--- src/rtl/eth_tx_scheduler_pkg.sv ---
// Shared types and constants for the Ethernet TX scheduler and its preamble/SFD generator.
package eth_tx_scheduler_pkg;

    typedef enum logic [1:0] {
        S_IDLE     = 2'd0,
        S_PREAMBLE = 2'd1,
        S_PAYLOAD  = 2'd2,
        S_IFG      = 2'd3
    } state_t;

    localparam int unsigned IFG_CYC_DEF       = 12;
    localparam int unsigned PRE_TIMEOUT_DEF   = 15;
    localparam int unsigned MAX_FRAME_CYC_DEF = 1530;

    localparam logic [7:0] PREAMBLE_BYTE = 8'h55;
    localparam logic [7:0] SFD_BYTE      = 8'hD5;

endpackage

--- src/rtl/eth_tx_scheduler_rr_arbiter.sv ---
// Combinational round-robin pick: first requester strictly after i_ptr, wrapping.
module eth_tx_scheduler_rr_arbiter
    import eth_tx_scheduler_pkg::*;
#(
    parameter int unsigned N_REQ = 2,
    parameter int unsigned PTR_W = $clog2(N_REQ)
) (
    input  logic [N_REQ-1:0] i_req,
    input  logic [PTR_W-1:0] i_ptr,
    output logic [N_REQ-1:0] o_grant,
    output logic [PTR_W-1:0] o_idx
);

    logic [PTR_W-1:0] w_idx;

    always_comb begin
        o_grant = '0;
        o_idx   = i_ptr;
        w_idx   = '0;
        for (int unsigned k = 1; k <= N_REQ; k++) begin
            w_idx = PTR_W'((32'(i_ptr) + k) % N_REQ);
            if (o_grant == '0 && i_req[w_idx]) begin
                o_grant[w_idx] = 1'b1;
                o_idx          = w_idx;
            end
        end
    end

endmodule

--- src/rtl/eth_tx_scheduler.sv ---
// Shares the Ethernet TX path between N_REQ sources: preamble, payload, IFG sequencing
// with round-robin grant and a watchdog that aborts stalled frames.
module eth_tx_scheduler
    import eth_tx_scheduler_pkg::*;
#(
    parameter int unsigned N_REQ         = 2,
    parameter int unsigned IFG_CYC       = IFG_CYC_DEF,
    parameter int unsigned PRE_TIMEOUT   = PRE_TIMEOUT_DEF,
    parameter int unsigned MAX_FRAME_CYC = MAX_FRAME_CYC_DEF
) (
    input  logic             i_aclk,
    input  logic             i_areset,
    input  logic [N_REQ-1:0] i_req,
    output logic [N_REQ-1:0] o_grant,
    output logic             o_src_start,
    output logic             o_preamble_sfd_tx_start,
    input  logic             i_preamble_sfd_tx_done,
    input  logic             i_tx_frame_done,
    output logic             o_tx_en,
    output logic             o_busy,
    output logic             o_err,
    output logic [15:0]      o_frame_cnt
);

    localparam int unsigned PTR_W = $clog2(N_REQ);
    localparam int unsigned TMR_W = $clog2(MAX_FRAME_CYC + 1);

    state_t           r_state, w_state_nxt;
    logic [TMR_W-1:0] r_timer, w_timer_nxt;
    logic [PTR_W-1:0] r_ptr, w_ptr_nxt, w_arb_idx;
    logic [N_REQ-1:0] r_grant, w_grant_nxt, w_arb_grant;
    logic             r_start, w_start_nxt;
    logic             r_tx_en, w_tx_en_nxt;
    logic             r_busy, w_busy_nxt;
    logic             r_err, w_err_nxt;
    logic [15:0]      r_frame_cnt, w_frame_cnt_nxt;
    logic             w_pre_to, w_max_to, w_ifg_to, w_abort;

    eth_tx_scheduler_rr_arbiter #(
        .N_REQ (N_REQ),
        .PTR_W (PTR_W)
    ) u_arb (
        .i_req   (i_req),
        .i_ptr   (r_ptr),
        .o_grant (w_arb_grant),
        .o_idx   (w_arb_idx)
    );

    // Timer counts 0.. in each state; the last legal cycle is LIMIT-1.
    assign w_pre_to = (r_timer == TMR_W'(PRE_TIMEOUT - 1));
    assign w_max_to = (r_timer == TMR_W'(MAX_FRAME_CYC - 1));
    assign w_ifg_to = (r_timer == TMR_W'(IFG_CYC - 1));
    assign w_abort  = ((r_state == S_PREAMBLE) && !i_preamble_sfd_tx_done && w_pre_to) ||
                      ((r_state == S_PAYLOAD)  && !i_tx_frame_done        && w_max_to);

    always_ff @(posedge i_aclk or posedge i_areset) begin
        if (i_areset) begin
            r_state     <= S_IDLE;
            r_timer     <= '0;
            r_ptr       <= PTR_W'(N_REQ - 1);
            r_grant     <= '0;
            r_start     <= 1'b0;
            r_tx_en     <= 1'b0;
            r_busy      <= 1'b0;
            r_err       <= 1'b0;
            r_frame_cnt <= '0;
        end else begin
            r_state     <= w_state_nxt;
            r_timer     <= w_timer_nxt;
            r_ptr       <= w_ptr_nxt;
            r_grant     <= w_grant_nxt;
            r_start     <= w_start_nxt;
            r_tx_en     <= w_tx_en_nxt;
            r_busy      <= w_busy_nxt;
            r_err       <= w_err_nxt;
            r_frame_cnt <= w_frame_cnt_nxt;
        end
    end

    always_comb begin
        w_state_nxt = r_state;
        unique case (r_state)
            S_IDLE:     if (|i_req) w_state_nxt = S_PREAMBLE;
            S_PREAMBLE: if (i_preamble_sfd_tx_done) w_state_nxt = S_PAYLOAD;
                        else if (w_abort)           w_state_nxt = S_IFG;
            S_PAYLOAD:  if (i_tx_frame_done || w_abort) w_state_nxt = S_IFG;
            S_IFG:      if (w_ifg_to) w_state_nxt = S_IDLE;
            default:    w_state_nxt = S_IDLE;
        endcase
    end

    // Next values for the registered outputs; pointer moves at grant time even if the frame aborts.
    always_comb begin
        w_ptr_nxt       = r_ptr;
        w_grant_nxt     = r_grant;
        w_start_nxt     = 1'b0;
        w_tx_en_nxt     = 1'b0;
        w_err_nxt       = w_abort;
        w_frame_cnt_nxt = r_frame_cnt;
        w_busy_nxt      = (w_state_nxt != S_IDLE);
        w_timer_nxt     = (w_state_nxt != r_state || r_state == S_IDLE) ? '0 : r_timer + TMR_W'(1);
        unique case (r_state)
            S_IDLE: begin
                if (|i_req) begin
                    w_grant_nxt = w_arb_grant;
                    w_ptr_nxt   = w_arb_idx;
                    w_start_nxt = 1'b1;
                end
            end
            S_PREAMBLE: begin
                w_tx_en_nxt = !w_abort;
                if (w_abort) w_grant_nxt = '0;
            end
            S_PAYLOAD: begin
                if (i_tx_frame_done) begin
                    w_grant_nxt     = '0;
                    w_frame_cnt_nxt = r_frame_cnt + 16'd1;
                end else if (w_abort) begin
                    w_grant_nxt = '0;
                end else begin
                    w_tx_en_nxt = 1'b1;
                end
            end
            default: w_grant_nxt = '0;
        endcase
    end

    assign o_grant                 = r_grant;
    assign o_preamble_sfd_tx_start = r_start;
    assign o_tx_en                 = r_tx_en;
    assign o_busy                  = r_busy;
    assign o_err                   = r_err;
    assign o_frame_cnt             = r_frame_cnt;
    assign o_src_start             = (r_state == S_PREAMBLE) && i_preamble_sfd_tx_done;

endmodule

--- config.mk ---
export PLATFORM = sky130hd
export DESIGN_NAME = eth_tx_scheduler
export DESIGN_NICKNAME = d
export VERILOG_FILES = /design/src/rtl/eth_tx_scheduler_pkg.sv /design/src/rtl/eth_tx_scheduler_rr_arbiter.sv /design/src/rtl/eth_tx_scheduler.sv
export SDC_FILE = /design/constraint.sdc
export NUM_CORES = 1
export LEC_CHECK = 0
export CAP_MARGIN = 20
export CORE_MARGIN = 2
export CORE_UTILIZATION = 57
export DETAILED_ROUTE_END_ITERATION = 10
export PLACE_DENSITY = 0.84
export SYNTH_ARGS = -nofsm -noshare
export SYNTH_HDL_FRONTEND = slang
export SYNTH_HIERARCHICAL = 1
export SYNTH_SLANG_ARGS = --single-unit
--- constraint.sdc ---
create_clock -name i_aclk -period 3.91 [get_ports i_aclk]
set_input_delay 0.782 -clock i_aclk [delete_from_list [all_inputs] [get_ports i_aclk]]
set_output_delay 0.782 -clock i_aclk [all_outputs]
set_load 0.03 [all_outputs]
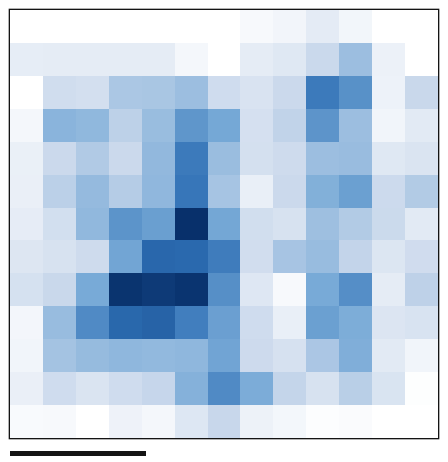
Figure 1: run 1, routed metal per tile.
The bar under the picture is 20 um long. The die is cut into 13 by 13 equal tiles; white is low, dark blue is high, scaled to the fullest tile. Values are wire area over tile area, all layers added.
emptiest ninth of the die: upper left
fullest tile: 0.52
mean over tiles: 0.15
tiles over half the peak: 17%
densest ninth of the die: center
GRT Util Overall: 0.207
per-cell routed wire length: 14.6 um

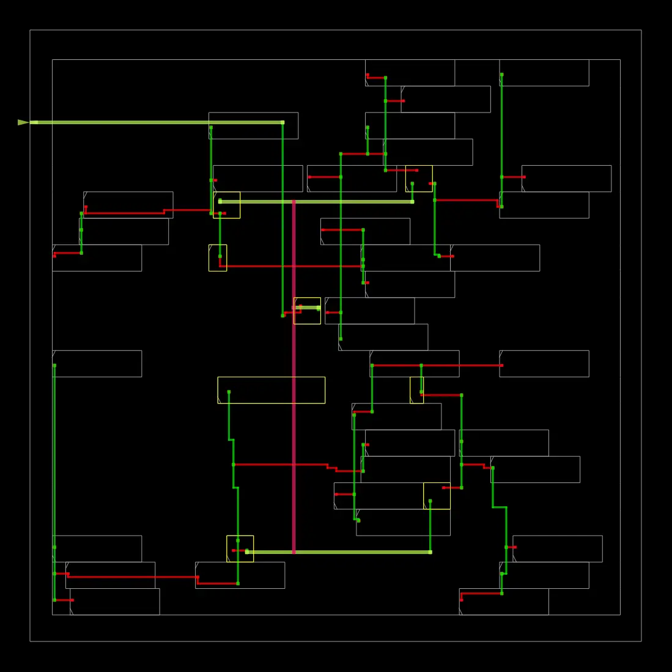
Figure 2: run 1, the clock network.
CTS Sinks: 36
Latency at later pin: 0.34 ns

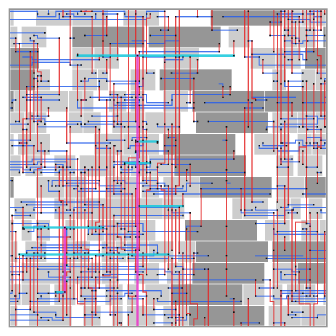
Figure 3: run 1, layout detail.
Region (11, 11) to (51, 51) um. Cells in gray, sequential cells in the stronger gray; small squares are vias.
| layer | color |
|---|---|
| M2 | red |
| M1 | blue |
| M4 | magenta |
| M3 | cyan |
sequential cells in the window: 16
netlist names of flops here include: `r_timer` (6), `o_frame_cnt` (5)
most frequent: dfrtp_1 (15), nand3_1 (10)
cells with their middle in the window: 123

==> notes.md, run 1 <==
yosys + openroad results -> Met2 Routed Length between 1500 and 2000 um, Max Cap Viol 0, ratio of cells with drive above 1 in the final layout 0.167, Post-synth top cells dfrtp_1, xnor2_1, inv_1, nand3_1, register area ~900 um^2, syn nets 192, flip-flops 36, hold path start o_frame_cnt[15], Clock Path Buffers 2, post-CTS resize count 0, Final HPWL DP between 2000 and 3000 um, clock buffers 6, status completed, maximum VDD drop roughly 0.54 mV, Final Core Density 0.712, Pwr top combinational logic, wl on met1 roughly 1600 um, min cycle time layout between 3 and 4 ns, vias in the first global route around 1500, GPL Wtd Cong around 0.9
[run 1: per-stage QoR]
| stage | power (mW) | instance area (um^2) | hold WS (ns) | std cells |
|---|---|---|---|---|
| floorplan | 0.924 | 1980 | 0.495 | 177 |
| global placement | 1.05 | 2300 | 0.462 | 248 |
| detailed placement | 1.08 | 2300 | 0.466 | 248 |
| CTS | 1.34 | 2370 | 0.486 | 256 |
| global route | 1.41 | 2370 | 0.515 | 256 |
| finish | 1.33 | 2370 | 0.483 | 256 |
[run 1: worst max-delay path, delay by kind of cell]
kind          cells  cell delay [ns]
buf+inv           2             1.23
simple gates      1             0.21
[run 1: registers in the layout (all words and copies together), names as in the netlist]
register and cells:
o_busy 1, o_err 1, o_frame_cnt 16, o_grant 2, o_preamble_sfd_tx_start 1, o_tx_en 1, r_ptr 1, r_state 2
r_timer 11
Figure 4. Clock wires, drivers and flops (run 1).
The bar under the picture is 20 um long.
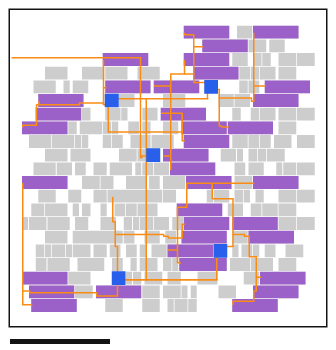

==> run 2: changes to the inputs <==
--- a/config.mk
+++ b/config.mk
@@ -7,9 +7,9 @@
 export LEC_CHECK = 0
 export CAP_MARGIN = 20
 export CORE_MARGIN = 2
-export CORE_UTILIZATION = 57
+export CORE_UTILIZATION = 48
 export DETAILED_ROUTE_END_ITERATION = 10
-export PLACE_DENSITY = 0.84
+export PLACE_DENSITY = 0.76
 export SYNTH_ARGS = -nofsm -noshare
 export SYNTH_HDL_FRONTEND = slang
 export SYNTH_HIERARCHICAL = 1
==> constraint.sdc (replaced) <==
create_clock -name i_aclk -period 2.5 [get_ports i_aclk]
set_input_delay 0.5 -clock i_aclk [delete_from_list [all_inputs] [get_ports i_aclk]]
set_output_delay 0.5 -clock i_aclk [all_outputs]
set_load 0.03 [all_outputs]
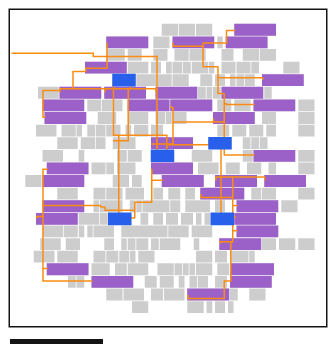
Figure 5: run 2, clock wires, drivers and flops.
The bar under the picture is 20 um long.
[clock-net drivers] blue | count: 5
[clock wires] orange | length: 434 um
[flip-flops] purple | count: 36
routed clock nets: 6
flops lie: all over the die

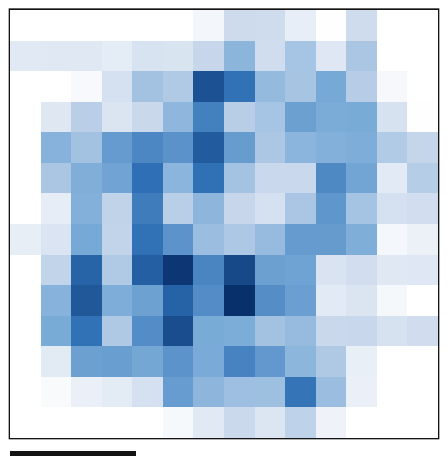
Figure 6: run 2, routed metal per tile.
The bar under the picture is 20 um long. The die is cut into 14 by 14 equal tiles; white is low, dark blue is high, scaled to the fullest tile. Values are wire area over tile area, all layers added.
tiles over half the peak: 24%
densest ninth of the die: center
fullest tile: 0.42
nearly empty tiles: 19%
emptiest ninth of the die: upper left
routed via count: 1454
per-cell routed wire length: 14.9 um

==> run 2 against run 1 <==
  * Sequential share of layout area is 1.3 points lower
  * Final cell count increased by 3.5%
  * Hold slack got worse by 0.017 ns
  * Register-to-register slack got worse by 1.4 ns
  * Count of clock-buffer cells in the layout up 2
  * Sequential power grew 58%
==> notes.md, run 2 <==
yosys + openroad results -> status completed (unchanged), Congestion Overflow GR 0 (unchanged), Pwr top combinational logic (unchanged), hold slack 0.466 ns (was 0.483 ns), Clock Path Buffers 2 (unchanged), CTS Sinks 36 (unchanged), syn nets 192 (unchanged), Crit path max-delay family simple AND/OR/NAND/NOR gates (was buffers and inverters), GPL Wtd Cong 0.957 (was 0.877), Worst EP arrival 2.54 ns (was 2.23 ns), wl on met1 1710 um (was 1620 um), post-CTS resize count 0 (unchanged), CP Class reg -> reg (was in -> out), placed cell areas 0.00234 mm^2 (was 0.00230 mm^2), Die Ht 68.2 um (was 62.9 um), Latency at later pin 0.29 ns (was 0.34 ns), min cycle time layout 2.36 ns, maximum VDD drop 0.429 mV (was 0.539 mV), Final HPWL DP 2940 um (was 2710 um), Clk power 0.448 mW (was 0.258 mW), yosys xor share 0.106 (unchanged), hold path start o_frame_cnt[15] (unchanged), Post-synth top cells dfrtp_1, xnor2_1, inv_1, nand3_1 (unchanged), Fmax 0.424 GHz, total power 2.18 mW (was 1.33 mW), max reg flops 16 (unchanged), WP buf/inv 2 (unchanged), Met2 Routed Length 2040 um (was 1900 um), worst path required time 2.68 ns (was 3.13 ns), Max Cap Viol 0 (unchanged), register area 903 um^2 (was 902 um^2), Final Cell Area 0.00246 mm^2 (was 0.00237 mm^2), ratio of cells with drive above 1 in the final layout 0.200 (was 0.167), Psw 0.866 mW (was 0.530 mW), vias in the first global route 1469 (was 1483), GRT Util Overall 0.195 (was 0.207), Post-synth ARST share 1.00 (unchanged), global route hottest layer met2 (unchanged)
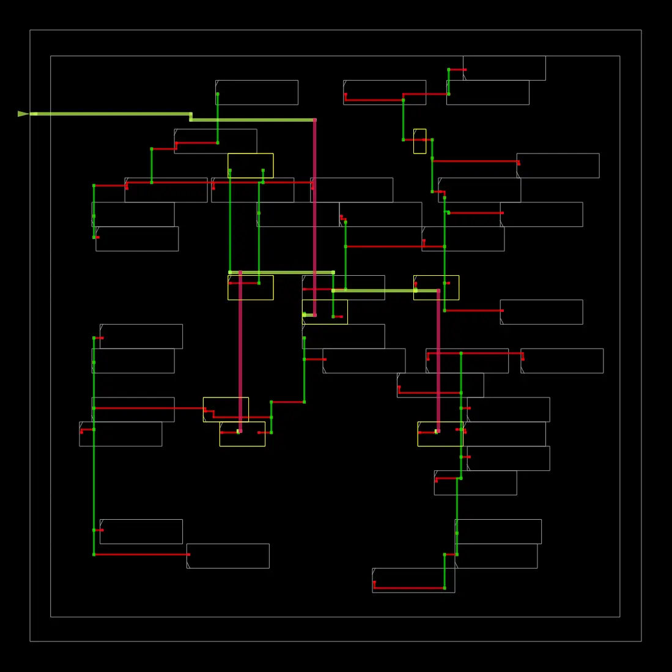
Figure 7: run 2, the clock network.
Layout Skew: 0.00809 ns
Num CTS Buffers: 5
clock buffers: 8
flip-flops: 36

-- run 2: cell counts after synthesis --
No cell type changed its count.
-- run 2: final timing paths --
check                             endpoint  slack (ns)  cells past startpoint
min                        o_frame_cnt[15]        0.47                      1
max                            r_timer[10]        0.14                      8
min in group asynchronous   o_frame_cnt[5]        0.61                      3
max reg2reg                    r_timer[10]        0.14                      8
max in group asynchronous            r_ptr        1.54                      3
min reg2reg                o_frame_cnt[15]        0.47                      1
-- run 2: stage by stage --
| step | setup WS, ns | cells | utilization |
|---|---|---|---|
| detailed placement | -0.0851 | 257 | 0.589 |
| global route | -0.00265 | 265 | 0.620 |
| global placement | 0.0643 | 257 | 0.589 |
| finish | 0.142 | 265 | 0.620 |
| CTS | 0.00906 | 265 | 0.615 |
| floorplan | 0.365 | 177 | - |
Power is estimated from default activity; no workload was simulated.
